File: src/rtl/uart_term_ctrl.sv
// Text-terminal controller: uart_rx byte stream -> character RAM writes,
// with cursor tracking, ESC attribute prefix, screen clear and echo FIFO.
module uart_term_ctrl #(
    parameter int          COLS       = 50,
    parameter int          ROWS       = 15,
    parameter logic [7:0]  ATTR_RST   = 8'hF0,
    parameter int          ECHO_DEPTH = 4
) (
    input  logic        clk_144m,
    input  logic        reset,
    input  logic [7:0]  rx_data,
    input  logic        rx_ready,
    input  logic        rx_error,
    output logic        ram_ce,
    output logic [11:0] ram_addr,
    output logic [15:0] ram_data,
    output logic [7:0]  tx_data,
    output logic        tx_ready,
    input  logic        tx_busy,
    output logic [11:0] cursor,
    output logic        busy,
    output logic        overrun
);

    localparam int CW = $clog2(COLS);
    localparam int RW = $clog2(ROWS);
    localparam int PW = $clog2(ECHO_DEPTH);

    localparam logic [CW-1:0] COL_MAX  = CW'(COLS - 1);
    localparam logic [RW-1:0] ROW_MAX  = RW'(ROWS - 1);
    localparam logic [11:0]   CELL_MAX = 12'(COLS * ROWS - 1);
    localparam logic [11:0]   COLS_W   = 12'(COLS);
    localparam logic [PW:0]   FIFO_FULL = (PW + 1)'(ECHO_DEPTH);

    typedef enum logic [1:0] {
        IDLE  = 2'd0,
        ESC   = 2'd1,
        CLEAR = 2'd2
    } state_t;

    state_t        state;
    logic [CW-1:0] col;
    logic [RW-1:0] row;
    logic [7:0]    attr;
    logic [11:0]   clr_addr;
    logic          pend_valid;
    logic [7:0]    pend_byte;

    logic [7:0]    fifo [ECHO_DEPTH];
    logic [PW-1:0] wr_ptr;
    logic [PW-1:0] rd_ptr;
    logic [PW:0]   count;
    logic [1:0]    holdoff;

    logic          acc;
    logic          in_clear;
    logic          proc_valid;
    logic [7:0]    cur_byte;
    logic          printable;
    logic          pend_drop;
    logic          pop;
    logic          push;
    logic          echo_drop;

    // Byte routing: a held byte is always serviced before a fresh one.
    always_comb begin
        acc        = rx_ready && !rx_error;
        in_clear   = (state == CLEAR);
        proc_valid = !in_clear && (pend_valid || acc);
        cur_byte   = pend_valid ? pend_byte : rx_data;
        printable  = (cur_byte >= 8'h20) && (cur_byte <= 8'h7E);
        pend_drop  = acc && in_clear && pend_valid;
        pop        = (count != '0) && !tx_busy && (holdoff == 2'd0);
        push       = acc && ((count != FIFO_FULL) || pop);
        echo_drop  = acc && !push;
    end

    // Terminal FSM: cursor, attribute, pending byte and RAM write port.
    always_ff @(posedge clk_144m or negedge reset) begin
        if (!reset) begin
            state      <= IDLE;
            col        <= '0;
            row        <= '0;
            cursor     <= '0;
            attr       <= ATTR_RST;
            clr_addr   <= '0;
            pend_valid <= 1'b0;
            pend_byte  <= '0;
            busy       <= 1'b0;
            ram_ce     <= 1'b0;
            ram_addr   <= '0;
            ram_data   <= '0;
        end else begin
            ram_ce <= 1'b0;

            if (in_clear) begin
                if (acc && !pend_valid) begin
                    pend_valid <= 1'b1;
                    pend_byte  <= rx_data;
                end
            end else if (pend_valid) begin
                pend_valid <= acc;
                if (acc) begin
                    pend_byte <= rx_data;
                end
            end

            unique case (state)
                IDLE: begin
                    if (proc_valid) begin
                        if (printable) begin
                            ram_ce   <= 1'b1;
                            ram_addr <= cursor;
                            ram_data <= {attr, cur_byte};
                            if (col == COL_MAX) begin
                                col <= '0;
                                if (row == ROW_MAX) begin
                                    row    <= '0;
                                    cursor <= '0;
                                end else begin
                                    row    <= row + RW'(1);
                                    cursor <= cursor + 12'd1;
                                end
                            end else begin
                                col    <= col + CW'(1);
                                cursor <= cursor + 12'd1;
                            end
                        end else if (cur_byte == 8'h0D) begin
                            col    <= '0;
                            cursor <= cursor - 12'(col);
                        end else if (cur_byte == 8'h0A) begin
                            if (row == ROW_MAX) begin
                                row    <= '0;
                                cursor <= 12'(col);
                            end else begin
                                row    <= row + RW'(1);
                                cursor <= cursor + COLS_W;
                            end
                        end else if (cur_byte == 8'h08) begin
                            if (col != '0) begin
                                col      <= col - CW'(1);
                                cursor   <= cursor - 12'd1;
                                ram_ce   <= 1'b1;
                                ram_addr <= cursor - 12'd1;
                                ram_data <= {attr, 8'h20};
                            end
                        end else if (cur_byte == 8'h0C) begin
                            state    <= CLEAR;
                            busy     <= 1'b1;
                            clr_addr <= '0;
                        end else if (cur_byte == 8'h1B) begin
                            state <= ESC;
                        end
                    end
                end
                ESC: begin
                    if (proc_valid) begin
                        attr  <= cur_byte;
                        state <= IDLE;
                    end
                end
                CLEAR: begin
                    ram_ce   <= 1'b1;
                    ram_addr <= clr_addr;
                    ram_data <= {ATTR_RST, 8'h20};
                    if (clr_addr == CELL_MAX) begin
                        state  <= IDLE;
                        busy   <= 1'b0;
                        col    <= '0;
                        row    <= '0;
                        cursor <= '0;
                    end else begin
                        clr_addr <= clr_addr + 12'd1;
                    end
                end
                default: begin
                    state <= IDLE;
                end
            endcase
        end
    end

    // Echo FIFO storage; contents are don't-care until written.
    always_ff @(posedge clk_144m) begin
        if (push) begin
            fifo[wr_ptr] <= rx_data;
        end
    end

    // Echo scheduling with a post-send holdoff, plus the drop indicator.
    always_ff @(posedge clk_144m or negedge reset) begin
        if (!reset) begin
            wr_ptr   <= '0;
            rd_ptr   <= '0;
            count    <= '0;
            holdoff  <= '0;
            tx_ready <= 1'b0;
            tx_data  <= '0;
            overrun  <= 1'b0;
        end else begin
            tx_ready <= pop;
            overrun  <= echo_drop || pend_drop;
            if (pop) begin
                tx_data <= fifo[rd_ptr];
                rd_ptr  <= rd_ptr + PW'(1);
                holdoff <= 2'd2;
            end else if (holdoff != 2'd0) begin
                holdoff <= holdoff - 2'd1;
            end
            if (push) begin
                wr_ptr <= wr_ptr + PW'(1);
            end
            if (push && !pop) begin
                count <= count + (PW + 1)'(1);
            end else if (pop && !push) begin
                count <= count - (PW + 1)'(1);
            end
        end
    end

endmodule

File: config.mk
export PLATFORM = sky130hd
export DESIGN_NAME = uart_term_ctrl
export DESIGN_NICKNAME = d
export VERILOG_FILES = /design/src/rtl/uart_term_ctrl.sv
export SDC_FILE = /design/constraint.sdc
export NUM_CORES = 1
export LEC_CHECK = 0
export CAP_MARGIN = 20
export CORE_MARGIN = 10
export CORE_UTILIZATION = 45
export CTS_CLUSTER_DIAMETER = 200
export CTS_CLUSTER_SIZE = 16
export DETAILED_ROUTE_END_ITERATION = 12
export PLACE_DENSITY = 0.62
export SYNTH_ARGS = -nofsm -noshare
export SYNTH_HDL_FRONTEND = slang
export SYNTH_SLANG_ARGS = --single-unit
File: constraint.sdc
create_clock -name clk_144m -period 5 [get_ports clk_144m]
set_input_delay 1.5 -clock clk_144m [delete_from_list [all_inputs] [get_ports clk_144m]]
set_output_delay 1.5 -clock clk_144m [all_outputs]
set_load 0.05 [all_outputs]
Fig. 1: run 1, PDN straps and rails
Bar = 50 um. Pins as bars on the die edge.
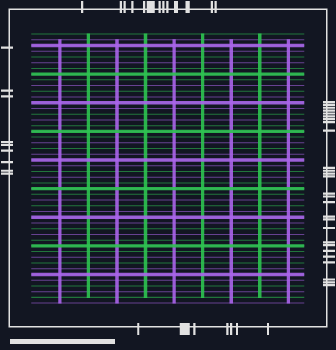
purple -> VSS
green -> VDD
rows = 47
met5 straps = 9
die x size: 150 um
Floorplan Core Area: 0.0166 sq mm

Fig. 2: run 1, cells colored by class
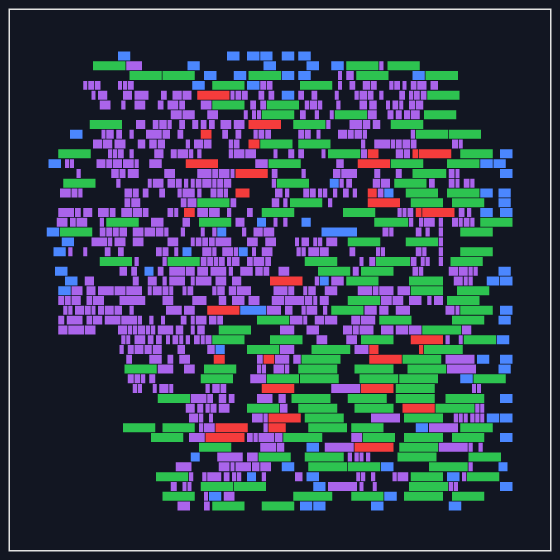
blue -> other buffers and delay cells  # cells 78
purple -> all other logic  # cells 622
red -> clock drivers and dummy loads  # cells 32
green -> flip-flops  # cells 134

Fig. 3: run 1, routed clock nets over the placement
Bar = 50 um.
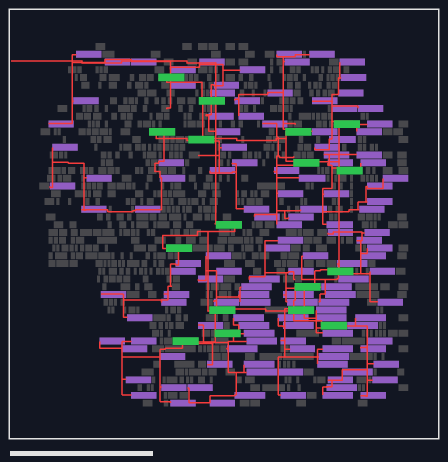
purple -> flip-flops  # count 134
red -> clock wires  # length 1740 um
green -> cells driving clock nets  # count 17
routed clock nets = 18
Clock net power: 1250 uW
clock share of power: 0.224
clock tree skew after final layout: 20.7 ps
clock latency on the worst-skew pair: 430 ps

==> results.cfg, run 1 <==
; physical design summary
[cells_and_area]
num_antenna_cells = 0
syn2layout_area_growth_pct = 18.9
reg_top3 = fifo (32), ram_data (16)
reg_with_most_ffs = fifo
instances_no_fill = 1086
total_number_of_nets_in_the_final_design = 892
largest_register_ff_count = 32
post_route_cell_area_sq_mm = 0.00907

[hold_path]
timing.hold.worst_endpoint = tx_data[4]
hold_depth = 2
hold_class = reg2reg

[yosys]
ys_chip_area_sq_mm = 0.00762
postSynth.asyncResetShare = 0.761
syn-cell-area_sq_mm = 0.00762
post_synth_inst_count = 801
fp_nets = 840
yosysUniqueCellTypes = 78
avgSynthCellArea_sq_um = 9.52
synthFlopType = dfrtp_1
yosys_cells = 801
synth.logic.top_family = simple AND/OR/NAND/NOR gates
ys_seq_elements = 134
synth_simple_gate_area_share = 0.186

[critical_path]
crit_required_ps = 5280
slowest_delay_ps = 620
worst-r2r-cell-count = 8
cp_cell_sequence = clkdlybuf4s50_1 > or4_4 > a222oi_1 > buf_12 > inv_1 > nand2_1 > o21ai_1 > o21ai_0 > o41ai_1
rrSetupSlack_ps = 1440
r2r-start = pend_valid
timing.critical_path.from = rx_data[6]
number_of_cells_on_the_critical_path = 9
endpoint_kind = flip-flop
startpoint_type = input pin

[clock_tree]
tritoncts_clock_tree = yes
cts.clk_slew.worst_paths_ps = 60
clock_tree.htree_level_count = 4
cts_buffers = 17
cts_hold_buffers = 0

[timing]
setup_ws_ps = 806
fin_crit_sh = 0.839
max-slew-margin-rel = 0.306
final-hold-violation-count = 0
timing.final.setup_violations = 0
grt_setup_unrepaired = false

[global_routing]
busiest_layer_in_global_routing = met2
globalRouteTotalUtil = 0.184
groute.layer.met3.usage = 0.0414
first_global_vias = 6260
grt_overflow = 0

[power_and_ir_drop]
total_leakage_power_uw = 0.00366
power.sequential.fraction = 0.336
finalPower_uw = 5570
power.density_mw_per_mm2 = 614
power.sequential.total_uw = 1870
combinational_share_of_power = 0.440

[drt]
wl_met2_um = 9700
final_wirelength_um = 20400
top_metal_used = met4
via_count = 6367
wl_per_cell_um = 18.8

[floorplanning]
num_rows = 47
pin_count = 65
chip_area_sq_mm = 0.0225

[run_status]
run_status = finished clean

[placed_design]
dp.final_hpwl_um = 14600
## run 1: final cells by class
cell class                      instances  area (sq um)  area share
Inverter                               27           101      0.0112
Timing Repair Buffer                   78           776      0.0856
Clock inverter                         13           149      0.0164
Multi-Input combinational cell        595          3800       0.420
Clock buffer                           19           443      0.0489
Tap cell                              220           275      0.0304
Sequential cell                       134          3520       0.388
## run 1: Yosys cell counts (9+ instances only)
cell type  instances
nand2_1          129
dfrtp_1           98
o21ai_0           74
nor2_1            57
clkbuf_1          37
a21oi_1           32
edfxtp_1          32
nand3_1           29
inv_1             25
ha_1              24
o31ai_1           16
xnor2_1           16
and2_1            13
mux2i_1           13
mux2_2            11
and3_1            10
nor3_1            10
xor2_1             9
Fig. 4: run 1, metal layers overlaid
Bar = 50 um.
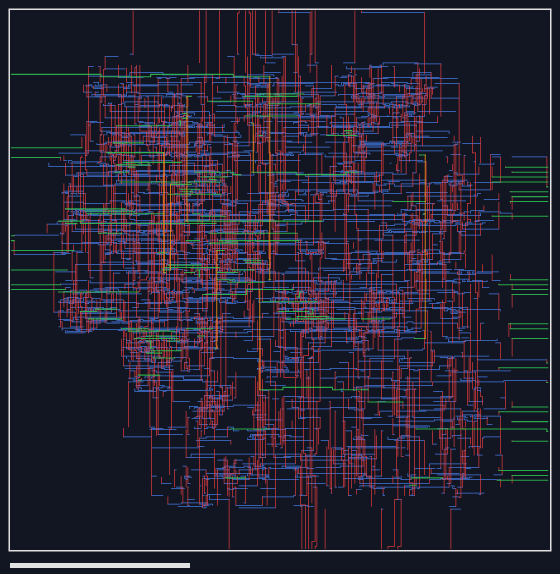

==> inputs of run 2 (changes only) <==
--- a/config.mk
+++ b/config.mk
@@ -11,7 +11,7 @@
 export CTS_CLUSTER_DIAMETER = 200
 export CTS_CLUSTER_SIZE = 16
 export DETAILED_ROUTE_END_ITERATION = 12
-export PLACE_DENSITY = 0.62
+export PLACE_DENSITY = 0.64
 export SYNTH_ARGS = -nofsm -noshare
 export SYNTH_HDL_FRONTEND = slang
 export SYNTH_SLANG_ARGS = --single-unit
==> constraint.sdc (replaced) <==
create_clock -name clk_144m -period 3.5 [get_ports clk_144m]
set_input_delay 1.05 -clock clk_144m [delete_from_list [all_inputs] [get_ports clk_144m]]
set_output_delay 1.05 -clock clk_144m [all_outputs]
set_load 0.05 [all_outputs]
Fig. 5: run 2, metal layers overlaid
Bar = 50 um.
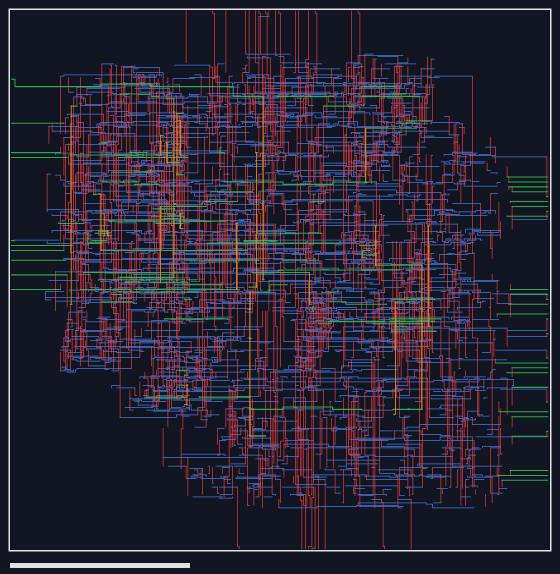
blue -> met1  # wire length 9600 um
red -> met2  # wire length 10500 um
green -> met3  # wire length 1400 um
orange -> met4  # wire length 477 um
final wirelength: 22000 um
Total Routing Usage GR: 0.197
post-DR wirelength/cell: 19.1 um
via total after detailed routing: 6718

Fig. 6: run 2, clock routing
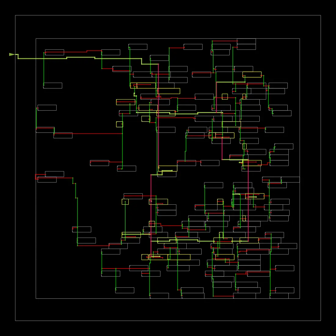
flip-flops: 134
clock buffer count: 18
Clock net power: 1780 uW
number of buffers created by CTS: 17
total clock sinks: 134

==> run 2 against run 1 <==
Setup slack got worse by 620 ps. Via count rose by 5.5%. Clock-buffer cell count fell by 1. First-iteration DRC count rose by 6.1%. Power rose by 46%. Sequential cell count did not move. Non-clock buffer count rose by 63. Clock skew fell by 4.2 ps. Sequential power rose by about 40%. Critical path depth did not move. Core utilization rose by 2.9 points. Design area rose by 5.3%. Largest cell class unchanged. Largest power group unchanged.
==> results.cfg, run 2 <==
; physical design summary
[run_status]
run_status = finished clean

[critical_path]
timing.critical_path.from = rx_data[0]
worstPathMaxFanout = 6
endpoint_kind = flip-flop
startpoint_type = input pin
worst-r2r-cell-count = 9
crit_required_ps = 3830
rrSetupSlack_ps = 490
r2r-start = pend_valid

[clock_tree]
cts_hold_buffers = 0
cts.clk_slew.worst_paths_ps = 70
clk-insertion-delay-late_ps = 430
clock_tree.htree_level_count = 4
tritoncts_clock_tree = yes

[yosys]
yosys_cells = 801
synth_simple_gate_area_share = 0.186
post_synth_inst_count = 801
syn-cell-area_sq_mm = 0.00762
synth.logic.top_family = simple AND/OR/NAND/NOR gates
post-synth-top-area-fraction = 0.322
yosysUniqueCellTypes = 78
most_common_cell_in_the_synthesized_netlist = nand2_1
postSynth.asyncResetShare = 0.761
ys_seq_elements = 134
fp_nets = 840
post_synth_most_frequent_cells = nand2_1 (129), dfrtp_1 (98), o21ai_0 (74)
synth.yosys.warnings = 0
ys_chip_area_sq_mm = 0.00762
avgSynthCellArea_sq_um = 9.52
enable_flop_cells = 32
synthFlopType = dfrtp_1

[timing]
timing.final.setup_violations = 0
fin_skew_ps = 16.5
tightest_slew_ps = 1010
final-hold-violation-count = 0
max-slew-margin-rel = 0.328
timing_max_transition_violations_final = 0
fin_crit_sh = 0.948
setup_ws_ps = 184
setup_total_negative_slack_ps = 0
grt_setup_unrepaired = false

[cells_and_area]
reg_with_most_ffs = fifo
signal_buffer_area_fraction = 0.132
seq_area_sq_mm = 0.00352
num_antenna_cells = 0
total_number_of_nets_in_the_final_design = 955
seq-cell-share = 0.369
inverters = 27
instances_no_fill = 1149
largest_register_ff_count = 32
syn2layout_area_growth_pct = 25.2
area_taken_by_multi_input_logic_gates_sq_mm = 0.00381
layout_buffer_count_excluding_clock_buffers = 141
layout.cells.largest_class = multi-input combinational cells
clock_area_frac = 0.0608
reg_top3 = fifo (32), ram_data (16)
comb.multi_input.count = 595
combAreaFraction = 0.399

[power_and_ir_drop]
power_frac_clock = 0.219
top_power_group = combinational logic
power.sequential.total_uw = 2610
total_leakage_power_uw = 0.00397
combinational_share_of_power = 0.460
p_int_uw = 4570
power.sequential.fraction = 0.320
ir_drop_uv = 500
finalPower_uw = 8140
power.density_mw_per_mm2 = 853

[flow_run]
drv.max_cap_violation_count = 0

[global_routing]
initial_antenna_violation_count = 0
first_global_vias = 6632
grt_overflow = 0
grt_pass1_wl_um = 35500

[hold_path]
hold_depth = 2
timing.hold.worst_endpoint = tx_data[2]
hold_class = reg2reg

[placed_design]
place.port_buffers = 64
preCtsSetupSlack_ps = -304
dp.final_hpwl_um = 15600

[floorplanning]
pin_count = 65
chip_area_sq_mm = 0.0225
dieWidth_um = 150
tap_cell_count = 220
floorplan.core_area_sq_mm = 0.0166
Fig. 7: run 2, cells colored by class
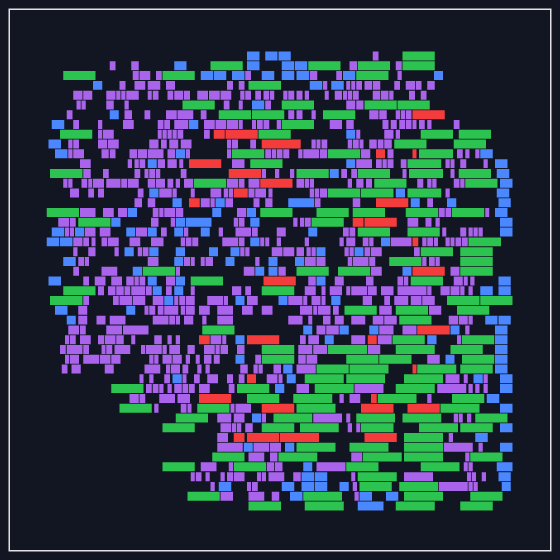
red -> clock drivers and dummy loads  # cells 32
green -> flip-flops  # cells 134
purple -> all other logic  # cells 622
blue -> other buffers and delay cells  # cells 141
number of core rows: 47
post-route cell area: 0.00954 sq mm

## run 2: cell counts after synthesis
No cell type changed its count.
## run 2: metal layers
| metal | track usage | up-vias | wire (um) |
|---|---|---|---|
| li1 | - | 3145 | - |
| met1 | 0.255 | 3286 | 9600 |
| met2 | 0.323 | 237 | 10500 |
| met3 | 0.0429 | 50 | 1400 |
| met4 | 0.0646 | 0 | 476 |
| met5 | 0 | - | 0 |
## run 2: repair_timing
item                                    4_1_cts  5_1_grt
buffers inserted                              0        3
resized                                       0        2
endpoints found under the setup margin        0        3
## run 2: critical path, cell delays in order
cell             delay (ps)
clkdlybuf4s50_1         590
or3b_2                  480
a22oi_1                 360
a2bb2oi_1               190
buf_4                   180
a31oi_2                 210
nand2_1                 220
a211o_1                 290
o311ai_1                 70
Power figures rest on the tool's default switching activity, not on a simulated workload.
